<file path="src/rtl/chacha_arbiter.sv">
// chacha_arbiter
//
// Purpose: shares a single chacha20_compact core between two requesters.
// Each request carries a 128-bit nonce. The arbiter picks one requester,
// hands its nonce to the core, waits for the core's output block, and returns
// it on the shared result bus with a one-cycle ack to the requester that was
// granted. Ties between the two requesters are broken round-robin. Only one
// transaction is in flight at a time.
//
// Optional feature (macro CHACHA_ARB_TIMEOUT_EN): a watchdog on the WAIT
// state. If the core gives no output within TIMEOUT_CYCLES cycles, the
// transaction is closed with err=1 and result=0. When the macro is not
// defined, WAIT lasts until core_valid, err is tied to 0, and no counter is
// built.
//
// Ports:
//   clk          system clock, rising edge
//   rst          synchronous, active-high reset
//   req0/req1    requests, held high until the matching ack
//   nonce0/1     128-bit nonces, stable while the matching req is high
//   ack0/ack1    one-cycle pulse: result is valid for that requester
//   result       shared result register, held until the next ack
//   err          qualifies ack; 1 means the operation timed out
//   busy         high in every state except IDLE
//   core_start   one-cycle start pulse to the core
//   core_nonce   registered nonce to the core
//   core_ready   core is idle and can accept a start
//   core_valid   core output block is valid
//   core_output  core output block
`timescale 1ns/1ps

module chacha_arbiter #(
    parameter int TIMEOUT_CYCLES = 4096
) (
    input  logic         clk,
    input  logic         rst,
    input  logic         req0,
    input  logic [127:0] nonce0,
    input  logic         req1,
    input  logic [127:0] nonce1,
    output logic         ack0,
    output logic         ack1,
    output logic [127:0] result,
    output logic         err,
    output logic         busy,
    output logic         core_start,
    output logic [127:0] core_nonce,
    input  logic         core_ready,
    input  logic         core_valid,
    input  logic [127:0] core_output
);

    typedef enum logic [1:0] {IDLE, ISSUE, WAIT, DONE} state_t;

    state_t state;
    state_t state_next;
    logic   grant;        // requester that owns the current transaction
    logic   last_grant;   // requester served by the previous transaction
    logic   take;         // a grant is made this cycle if the FSM is in IDLE
    logic   pick;         // requester that would be granted
    logic   timeout_hit;

    // The watchdog counter is 16 bits wide, so the limit must fit in it.
    if (TIMEOUT_CYCLES < 1 || TIMEOUT_CYCLES > 65535) begin : g_bad_timeout
        $error("chacha_arbiter: TIMEOUT_CYCLES must be in 1..65535");
    end

    // When both requesters are active, serve the one that was not served last.
    always_comb begin
        take = core_ready && (req0 || req1);
        pick = (req0 && req1) ? ~last_grant : req1;
    end

    always_comb begin
        // NOTE: default first so that no path through the case leaves state_next unassigned (latch).
        state_next = state;
        unique case (state)
            IDLE:    if (take) state_next = ISSUE;
            ISSUE:   state_next = WAIT;
            WAIT:    if (core_valid || timeout_hit) state_next = DONE;
            DONE:    state_next = IDLE;
            default: state_next = IDLE;
        endcase
    end

    always_ff @(posedge clk) begin
        // NOTE: sequential state uses non-blocking assignments so every register samples pre-edge values.
        if (rst) state <= IDLE;
        else     state <= state_next;
    end

    // NOTE: result and core_nonce are reset as well; they are visible outputs and must read 0 after reset.
    always_ff @(posedge clk) begin
        if (rst) begin
            grant      <= 1'b0;
            last_grant <= 1'b1;    // requester 0 wins the first tie
            core_nonce <= '0;
            result     <= '0;
        end else begin
            if (state == IDLE && take) begin
                grant      <= pick;
                core_nonce <= pick ? nonce1 : nonce0;
            end
            if (state == WAIT) begin
                if (core_valid)       result <= core_output;
                else if (timeout_hit) result <= '0;
            end
            if (state == DONE) last_grant <= grant;
        end
    end

`ifdef CHACHA_ARB_TIMEOUT_EN
    localparam logic [15:0] TIMEOUT_LIMIT = TIMEOUT_CYCLES[15:0];

    logic [15:0] wait_cnt;
    logic        err_q;

    // wait_cnt is 0 in the first WAIT cycle. WAIT closes on the cycle after
    // the count reaches the limit, so a timed-out WAIT lasts TIMEOUT_CYCLES+1 cycles.
    assign timeout_hit = (state == WAIT) && !core_valid && (wait_cnt == TIMEOUT_LIMIT);

    always_ff @(posedge clk) begin
        if (rst) begin
            wait_cnt <= '0;
            err_q    <= 1'b0;
        end else begin
            if (state == ISSUE)                     wait_cnt <= '0;
            else if (state == WAIT && !timeout_hit) wait_cnt <= wait_cnt + 16'd1;
            if (state == WAIT) begin
                if (core_valid)       err_q <= 1'b0;
                else if (timeout_hit) err_q <= 1'b1;
            end
        end
    end

    assign err = err_q;
`else
    assign timeout_hit = 1'b0;
    assign err         = 1'b0;
`endif

    assign busy       = (state != IDLE);
    assign core_start = (state == ISSUE);
    assign ack0       = (state == DONE) && !grant;
    assign ack1       = (state == DONE) &&  grant;

endmodule

</file>
<file path="config.mk">
export PLATFORM = sky130hd
export DESIGN_NAME = chacha_arbiter
export DESIGN_NICKNAME = d
export VERILOG_FILES = /design/src/rtl/chacha_arbiter.sv
export SDC_FILE = /design/constraint.sdc
export NUM_CORES = 1
export LEC_CHECK = 0
export ABC_AREA = 1
export CAP_MARGIN = 0
export CORE_AREA = 2 2 253 255
export CTS_CLUSTER_DIAMETER = 30
export CTS_CLUSTER_SIZE = 25
export DETAILED_ROUTE_END_ITERATION = 12
export DIE_AREA = 0 0 255 257
export PLACE_DENSITY = 0.46
export SLEW_MARGIN = 40
export SYNTH_ARGS = -nofsm -noshare
export SYNTH_HDL_FRONTEND = slang
export SYNTH_SLANG_ARGS = --single-unit
</file>
<file path="constraint.sdc">
create_clock -name clk -period 1.5 [get_ports clk]
set_input_delay 0.3 -clock clk [delete_from_list [all_inputs] [get_ports clk]]
set_output_delay 0.3 -clock clk [all_outputs]
set_load 0.05 [all_outputs]
</file>
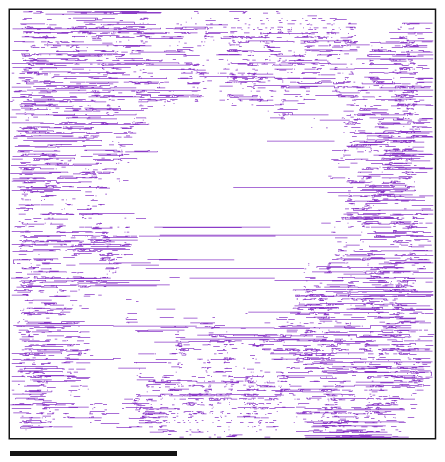
Figure 1: run 1, signal wires on met1.
Bar = 100 um.
share of all routed wire: 37%
longest straight run: 121 um
Post-Route WL: 60100 um
vias: 14400
M1 GR Usage: 18.2%

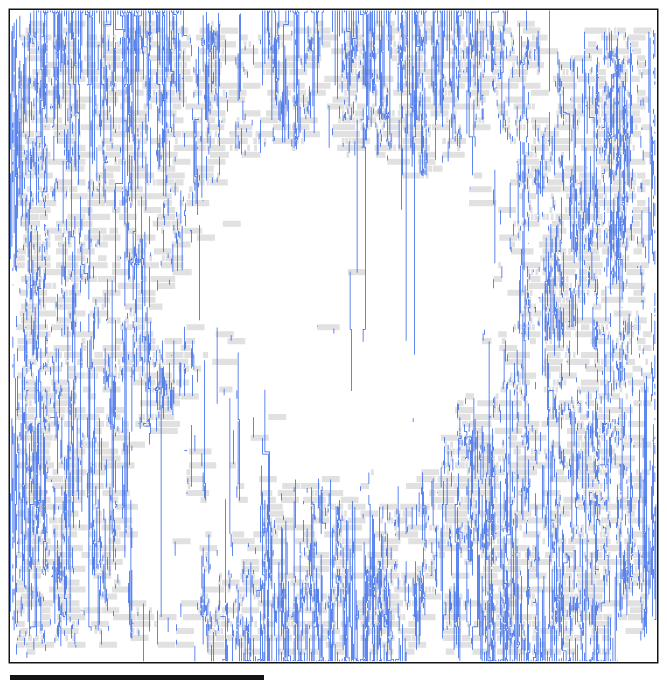
Figure 2: run 1, the metal 2 layer.
Bar = 100 um.
wire length on this layer: 29.8 mm
main direction: vertical
share of all routed wire: 50%
longest straight run: 93.2 um
nets with wire on the layer: 2496

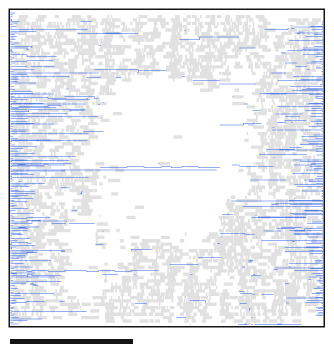
Figure 3: run 1, met3 routing.
Bar = 100 um.
nets with wire on the layer: 411
wire length on this layer: 6320 um
share of all routed wire: 11%
main direction: horizontal
longest straight run: 167 um

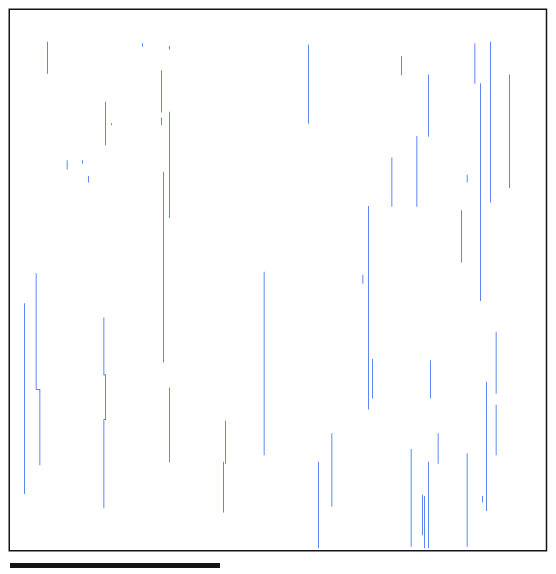
Figure 4: run 1, met4 routing.
Bar = 100 um.
wire length on this layer: 1580 um
main direction: vertical
nets with wire on the layer: 33
share of all routed wire: 2.6%

[run 1: cell usage after synthesis]
library cell,number
a21oi_1,3
buf_1,3
buf_2,59
buf_4,5
buf_6,10
clkbuf_1,35
clkbuf_2,1
conb_1,1
dfxtp_1,260
ha_1,5
inv_1,266
nand2_1,523
nand3_1,2
nor2_1,647
nor2_2,1
o21ai_0,125
o21ai_1,4
o21bai_1,1
[run 1: registers in the layout (all words and copies together), names as in the netlist]
name        cells
core_nonce    128
last_grant      1
result        128
state           2
grant           1
[run 1: cell type report]
type / count / share of cell area (%)
repair buffers: 779 / 39.6
multi-input cells: 1312 / 22.7
flip-flops and latches: 260 / 19.2
clock buffers: 124 / 9.22
well taps: 846 / 3.85
inverters: 266 / 3.73
clock inverters: 33 / 1.69
diodes: 5 / 0.0455
==> results.json, run 1 <==
{
  "cts_root_buffer": "clkbuf_16",
  "synth.largest_area_cell": "dfxtp_1",
  "gp_congestion": 0.864,
  "synth_cells": 1951,
  "grt_use_met3_pct": 7.83,
  "synth.area.mux_share_pct": 0,
  "min_path_type": "primary input to register",
  "cts_resized": 112,
  "clock_path_buffers": 3,
  "p_clk_share_pct": 36.5,
  "coreArea_um2": 62700,
  "reg2reg_slack_ns": -0.32,
  "r2r_cells": 12,
  "total_power_mw": 49.9,
  "yosys_cells": 1951,
  "min_from": "core_output[117]",
  "reg2reg_to": "core_nonce[87]$_SDFFE_PP0P_",
  "synthSimpleGateAreaFrac_pct": 36.9,
  "endpoint_kind": "primary output",
  "setup_ws_ns": -0.330,
  "synthXorXnorAreaFrac_pct": 0,
  "final_cell_mix": "nor2_1 (550), nand2_1 (431), clkdlybuf4s50_1 (389)",
  "cp.depth": 5,
  "switchingPower_mw": 18.2,
  "topCellsByArea": "dfxtp_1 (44%), nor2_1 (20%), nand2_1 (16%), inv_1 (8.4%), o21ai_0 (5.2%)",
  "drt-pass1-iter-count": 5,
  "critPathMaxStageDelay_ns": 0.35,
  "io_pins": 651,
  "synth_chip_area_um2": 11900,
  "path_buffers": 4,
  "failed_checks": "negative setup slack",
  "hold_buffers": 0,
  "status": "finished, violations left",
  "layout_top_cell": "nor2_1",
  "die_h_um": 257,
  "ant_nets": 0,
  "setup_viol": 174
}
Figure 5. Routing congestion (run 1).
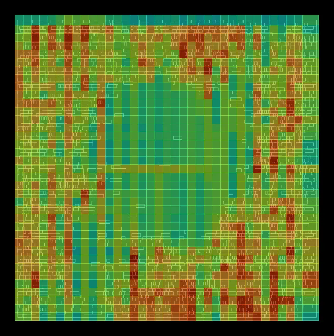

==> run 2, diff against run 1 <==
--- a/config.mk
+++ b/config.mk
@@ -12,6 +12,7 @@
 export CTS_CLUSTER_SIZE = 25
 export DETAILED_ROUTE_END_ITERATION = 12
 export DIE_AREA = 0 0 255 257
+export MAX_ROUTING_LAYER = met4
 export PLACE_DENSITY = 0.46
 export SLEW_MARGIN = 40
 export SYNTH_ARGS = -nofsm -noshare
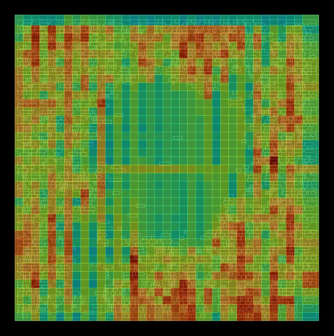
Figure 6: run 2, routing congestion.
gr usage total: 17.9%
global routing's busiest layer: met2

==> run 2 against run 1 <==
  * The flow still finishes with violations (negative setup slack)
  * Global-route usage grew 0.51 points
  * Maximum frequency is essentially flat
  * Total power grew 0.17%
  * Register-to-register slack is essentially flat
  * Non-clock buffer count grew 1
  * Final cell count grew 0.28%
  * Worst setup slack is essentially flat
  * Sequential share of layout area shrank 0.062 points
  * Largest power group unchanged
==> results.json, run 2 <==
{
  "ant_nets": 0,
  "coreArea_um2": 62700,
  "ys_warn_count": 0,
  "status": "finished, violations left",
  "synthXorXnorAreaFrac_pct": 0,
  "synth-edff-count": 0,
  "synthSimpleGateAreaFrac_pct": 36.9,
  "reg2reg_to": "core_nonce[87]$_SDFFE_PP0P_",
  "drc_errors": 0,
  "max_freq_mhz": 546,
  "nonClkBufAreaFrac_pct": 39.6,
  "layout_top_cell": "nor2_1",
  "antenna_cells": 14,
  "synth.most_common_cell": "nor2_1",
  "largest_cell_class": "buffers",
  "setup_ws_ns": -0.331,
  "synthArstFlopShare_pct": 0,
  "n_clock_buffer": 124,
  "min_path_type": "primary input to register",
  "clock_path_buffers": 3,
  "regToRegStartpoint": "state[1]$_SDFFE_PP0P_",
  "die_h_um": 257,
  "cts_tree": "built",
  "yosys-top-cells-count": "nor2_1 (647), nand2_1 (523), inv_1 (266)",
  "cap_violations": 0,
  "setup_viol": 175,
  "r2r_cells": 12,
  "yosys.area.top_type_share_pct": 43.6,
  "cellPowerDensity_nw_per_um2": 1810,
  "yosys_most_used_dff": "dfxtp_1",
  "instances_no_fill": 3635,
  "nNonClkInverters": 266,
  "synth.largest_area_cell": "dfxtp_1",
  "drt-pass1-iter-count": 5,
  "initCoreUtil_pct": 19.0,
  "io_pins": 651,
  "setup.worst_path.start_class": "register",
  "gp_congestion": 0.878,
  "cts_root_buffer": "clkbuf_16",
  "seq_cells": 260,
  "io_buffers": 649,
  "comb-cell-share_pct": 22.7,
  "yosys_cells": 1951,
  "path_buffers": 4,
  "clk_share_pct": 10.9,
  "synth.area.mux_share_pct": 0,
  "reg_top3": "core_nonce x128, result x128, state x2",
  "failed_checks": "negative setup slack",
  "min_from": "core_output[117]",
  "reg2reg_slack_ns": -0.32,
  "grt_pass1_vias": 14700,
  "crit_end": "busy",
  "final_cell_mix": "nor2_1 (547), nand2_1 (426), clkdlybuf4s50_1 (389)",
  "crit_start": "state[1]$_SDFFE_PP0P_",
  "synth_chip_area_um2": 11900,
  "seq_area_share_pct": 19.1,
  "critPathMaxStageDelay_ns": 0.35,
  "endpoint_kind": "primary output",
  "nWellTaps": 846,
  "logic_gates": 1312,
  "synthesis.nets": 2346,
  "cp.depth": 5,
  "num-nonclk-buffers": 780,
  "area_growth_pct": 131,
  "synth_cells": 1951,
  "total_power_mw": 50.0,
  "topCellsByArea": "dfxtp_1 (44%), nor2_1 (20%), nand2_1 (16%), inv_1 (8.4%), o21ai_0 (5.2%)",
  "dp_hpwl_um": 44300
}
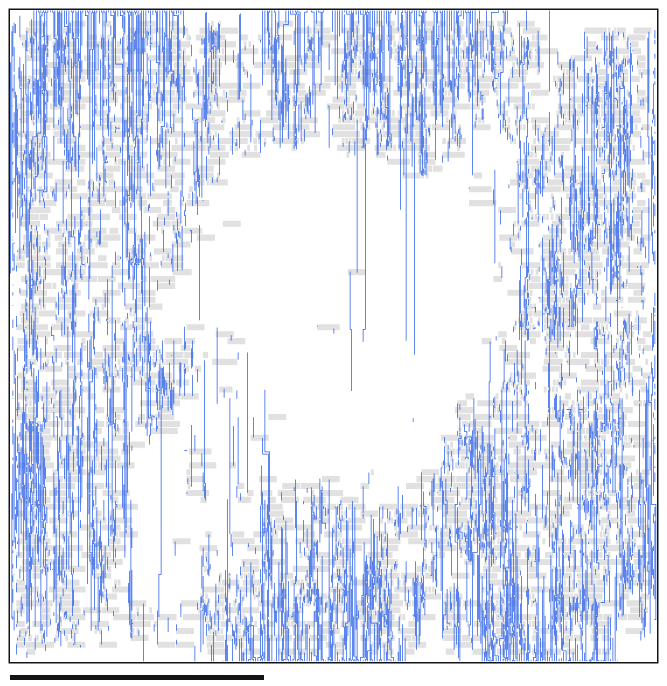
Figure 7: run 2, the metal 2 layer.
Bar = 100 um.
main direction: vertical
share of all routed wire: 50%
nets with wire on the layer: 2498
longest straight run: 93.2 um
global routing met2 resource utilization: 30.4%
Post-Route WL: 60300 um
vias: 14400

## run 2: power by group
part	switching [mW]	total, mW	leakage (nW)	internal (mW)
sequential	1.60	10.1	2.15	8.55
clock	5.21	18.2	1.49	13.0
combinational	11.4	21.6	8.96	10.2
total	18.2	50.0	12.6	31.8
## run 2: repair_timing
action,4_1_cts,5_1_grt
endpoints found under the setup margin,128,290
setup buffers,18,8
pin swaps,17,149
hold buffers,0,0
cloned,11,7
resized,112,375
hold endpoints to repair,0,0
## run 2: metal layers
| layer | vias up | GRT usage [%] | wire, um |
|---|---|---|---|
| met3 | 95 | 7.85 | 6340 |
| met1 | 6525 | 18.2 | 22500 |
| li1 | 7260 | - | - |
| met5 | - | - | 0 |
| met2 | 541 | 30.4 | 29900 |
| met4 | 0 | 6.01 | 1540 |
==> run 3, diff against run 2 <==
--- a/config.mk
+++ b/config.mk
@@ -12,6 +12,7 @@
 export CTS_CLUSTER_SIZE = 25
 export DETAILED_ROUTE_END_ITERATION = 12
 export DIE_AREA = 0 0 255 257
+export GPL_ROUTABILITY_DRIVEN = 0
 export MAX_ROUTING_LAYER = met4
 export PLACE_DENSITY = 0.46
 export SLEW_MARGIN = 40
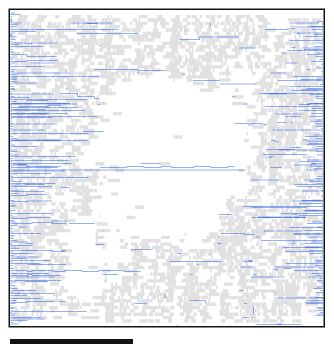
Figure 8: run 3, met3 routing.
Bar = 100 um.
nets with wire on the layer: 408
longest straight run: 191 um
share of all routed wire: 11%
wire length on this layer: 6340 um
main direction: horizontal

==> run 3 against run 2 <==
  * The flow still finishes with violations (negative setup slack)
  * Core utilization unchanged
  * Critical path depth unchanged
  * Sequential power about the same
  * First-iteration DRC count unchanged
  * Cell area unchanged
  * Hold slack unchanged
  * Non-clock buffer count unchanged
  * Clock skew unchanged
  * Global-route usage unchanged
  * Synthesized cell count unchanged
  * Largest cell class unchanged
  * Highest routed layer unchanged
==> results.json, run 3 <==
{
  "status": "finished, violations left",
  "failed_checks": "negative setup slack",
  "nNonClkInverters": 266,
  "clk_share_pct": 10.9,
  "io_pins": 651,
  "yosys-top-cells-count": "nor2_1 (647), nand2_1 (523), inv_1 (266)",
  "seq_power_share_pct": 20.3,
  "cap_violations": 0,
  "grt_max_degree": 54,
  "path_buffers": 4,
  "wirelength_met1_um": 22500,
  "reg_top3": "core_nonce x128, result x128, state x2",
  "setup_ws_ns": -0.331,
  "combPwrFrac_pct": 43.3,
  "antenna_cells": 14,
  "topCellsByArea": "dfxtp_1 (44%), nor2_1 (20%), nand2_1 (16%), inv_1 (8.4%), o21ai_0 (5.2%)",
  "dr_wl_met2_um": 29900,
  "nWellTaps": 846,
  "total_power_mw": 50.0,
  "synthArstFlopShare_pct": 0,
  "drt_iter0_drc": 483,
  "top_layer_used": "met4",
  "initCoreUtil_pct": 19.0,
  "synth.largest_area_cell": "dfxtp_1",
  "ant_nets": 0,
  "gr-usage-met1_pct": 18.2,
  "clock_path_buffers": 3,
  "critPathMaxStageDelay_ns": 0.35,
  "synth_chip_area_um2": 11900,
  "drt-pass1-iter-count": 5,
  "logic_gates": 1312,
  "powerSeq_mw": 10.1,
  "setup_viol": 175,
  "p_int_mw": 31.8,
  "drc_errors": 0,
  "cp.required_ns": 1.20,
  "drive_gt1_share_pct": 28.8,
  "layout_top_cell": "nor2_1",
  "seq_area_share_pct": 19.1,
  "seq_cells": 260,
  "max_freq_mhz": 546,
  "ys_warn_count": 0,
  "grt_use_met3_pct": 7.85,
  "synth-edff-count": 0,
  "synthesis.nets": 2346,
  "nonClkBufAreaFrac_pct": 39.6,
  "largest_cell_class": "buffers",
  "swShare_pct": 36.4,
  "yosys.cell_types.count": 18,
  "instances_no_fill": 3635,
  "grt_pass1_vias": 14700,
  "cts_tree": "built",
  "gr-usage-met2_pct": 30.4,
  "synth_cells": 1951,
  "cts_setup_buffers": 18,
  "yosys.area.top_type_share_pct": 43.6,
  "min_path_type": "primary input to register",
  "cts_resized": 112,
  "coreArea_um2": 62700,
  "reg2reg_slack_ns": -0.32,
  "p_comb_mw": 21.6,
  "dp_hpwl_um": 44300,
  "area_growth_pct": 131,
  "n_clock_buffer": 124,
  "p_clk_mw": 18.2,
  "yosys_cells": 1951,
  "cellPowerDensity_nw_per_um2": 1810,
  "vias": 14400,
  "maxSlewViolCount": 0,
  "yosys_most_used_dff": "dfxtp_1",
  "grt_usage_pct": 17.9,
  "switchingPower_mw": 18.2,
  "io_buffers": 649,
  "setup.worst_path.start_class": "register",
  "endpoint_kind": "primary output",
  "wl_met3_um": 6340
}
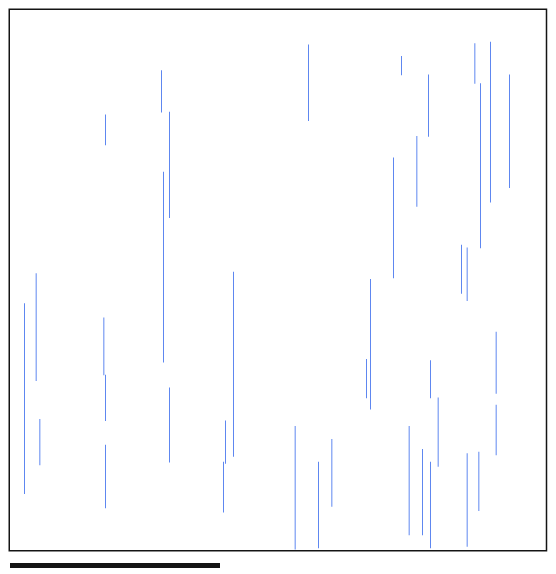
Figure 9: run 3, met4 routing.
Bar = 100 um.
longest straight run: 90.4 um
wire length on this layer: 1540 um
main direction: vertical
nets with wire on the layer: 25

==> run 3: worst paths after layout <==
kind	start	to	depth (start not counted)
setup / recovery	state[1]$_SDFFE_PP0P_	busy	5
hold / removal	core_output[117]	result[117]$_SDFFE_PP0P_	3
setup reg to reg	state[1]$_SDFFE_PP0P_	core_nonce[87]$_SDFFE_PP0P_	12
hold reg to reg	last_grant$_SDFFE_PP1N_	last_grant$_SDFFE_PP1N_	2
==> run 3: cells by family after synthesis <==
| group | share of synthesized area, % |
|---|---|
| other cells | 0.0314 |
| fa+ha+maj | 0.524 |
| flops | 43.6 |
| buf+inv | 13.3 |
| compound gates | 5.60 |
| simple gates | 36.9 |
==> run 3: worst min-delay path, cell delays in order <==
cell and delay, ns:
clkdlybuf4s50_1 0.39, o21ai_0 0.15, nor2_1 0.04
Power figures rest on the tool's default switching activity, not on a simulated workload.
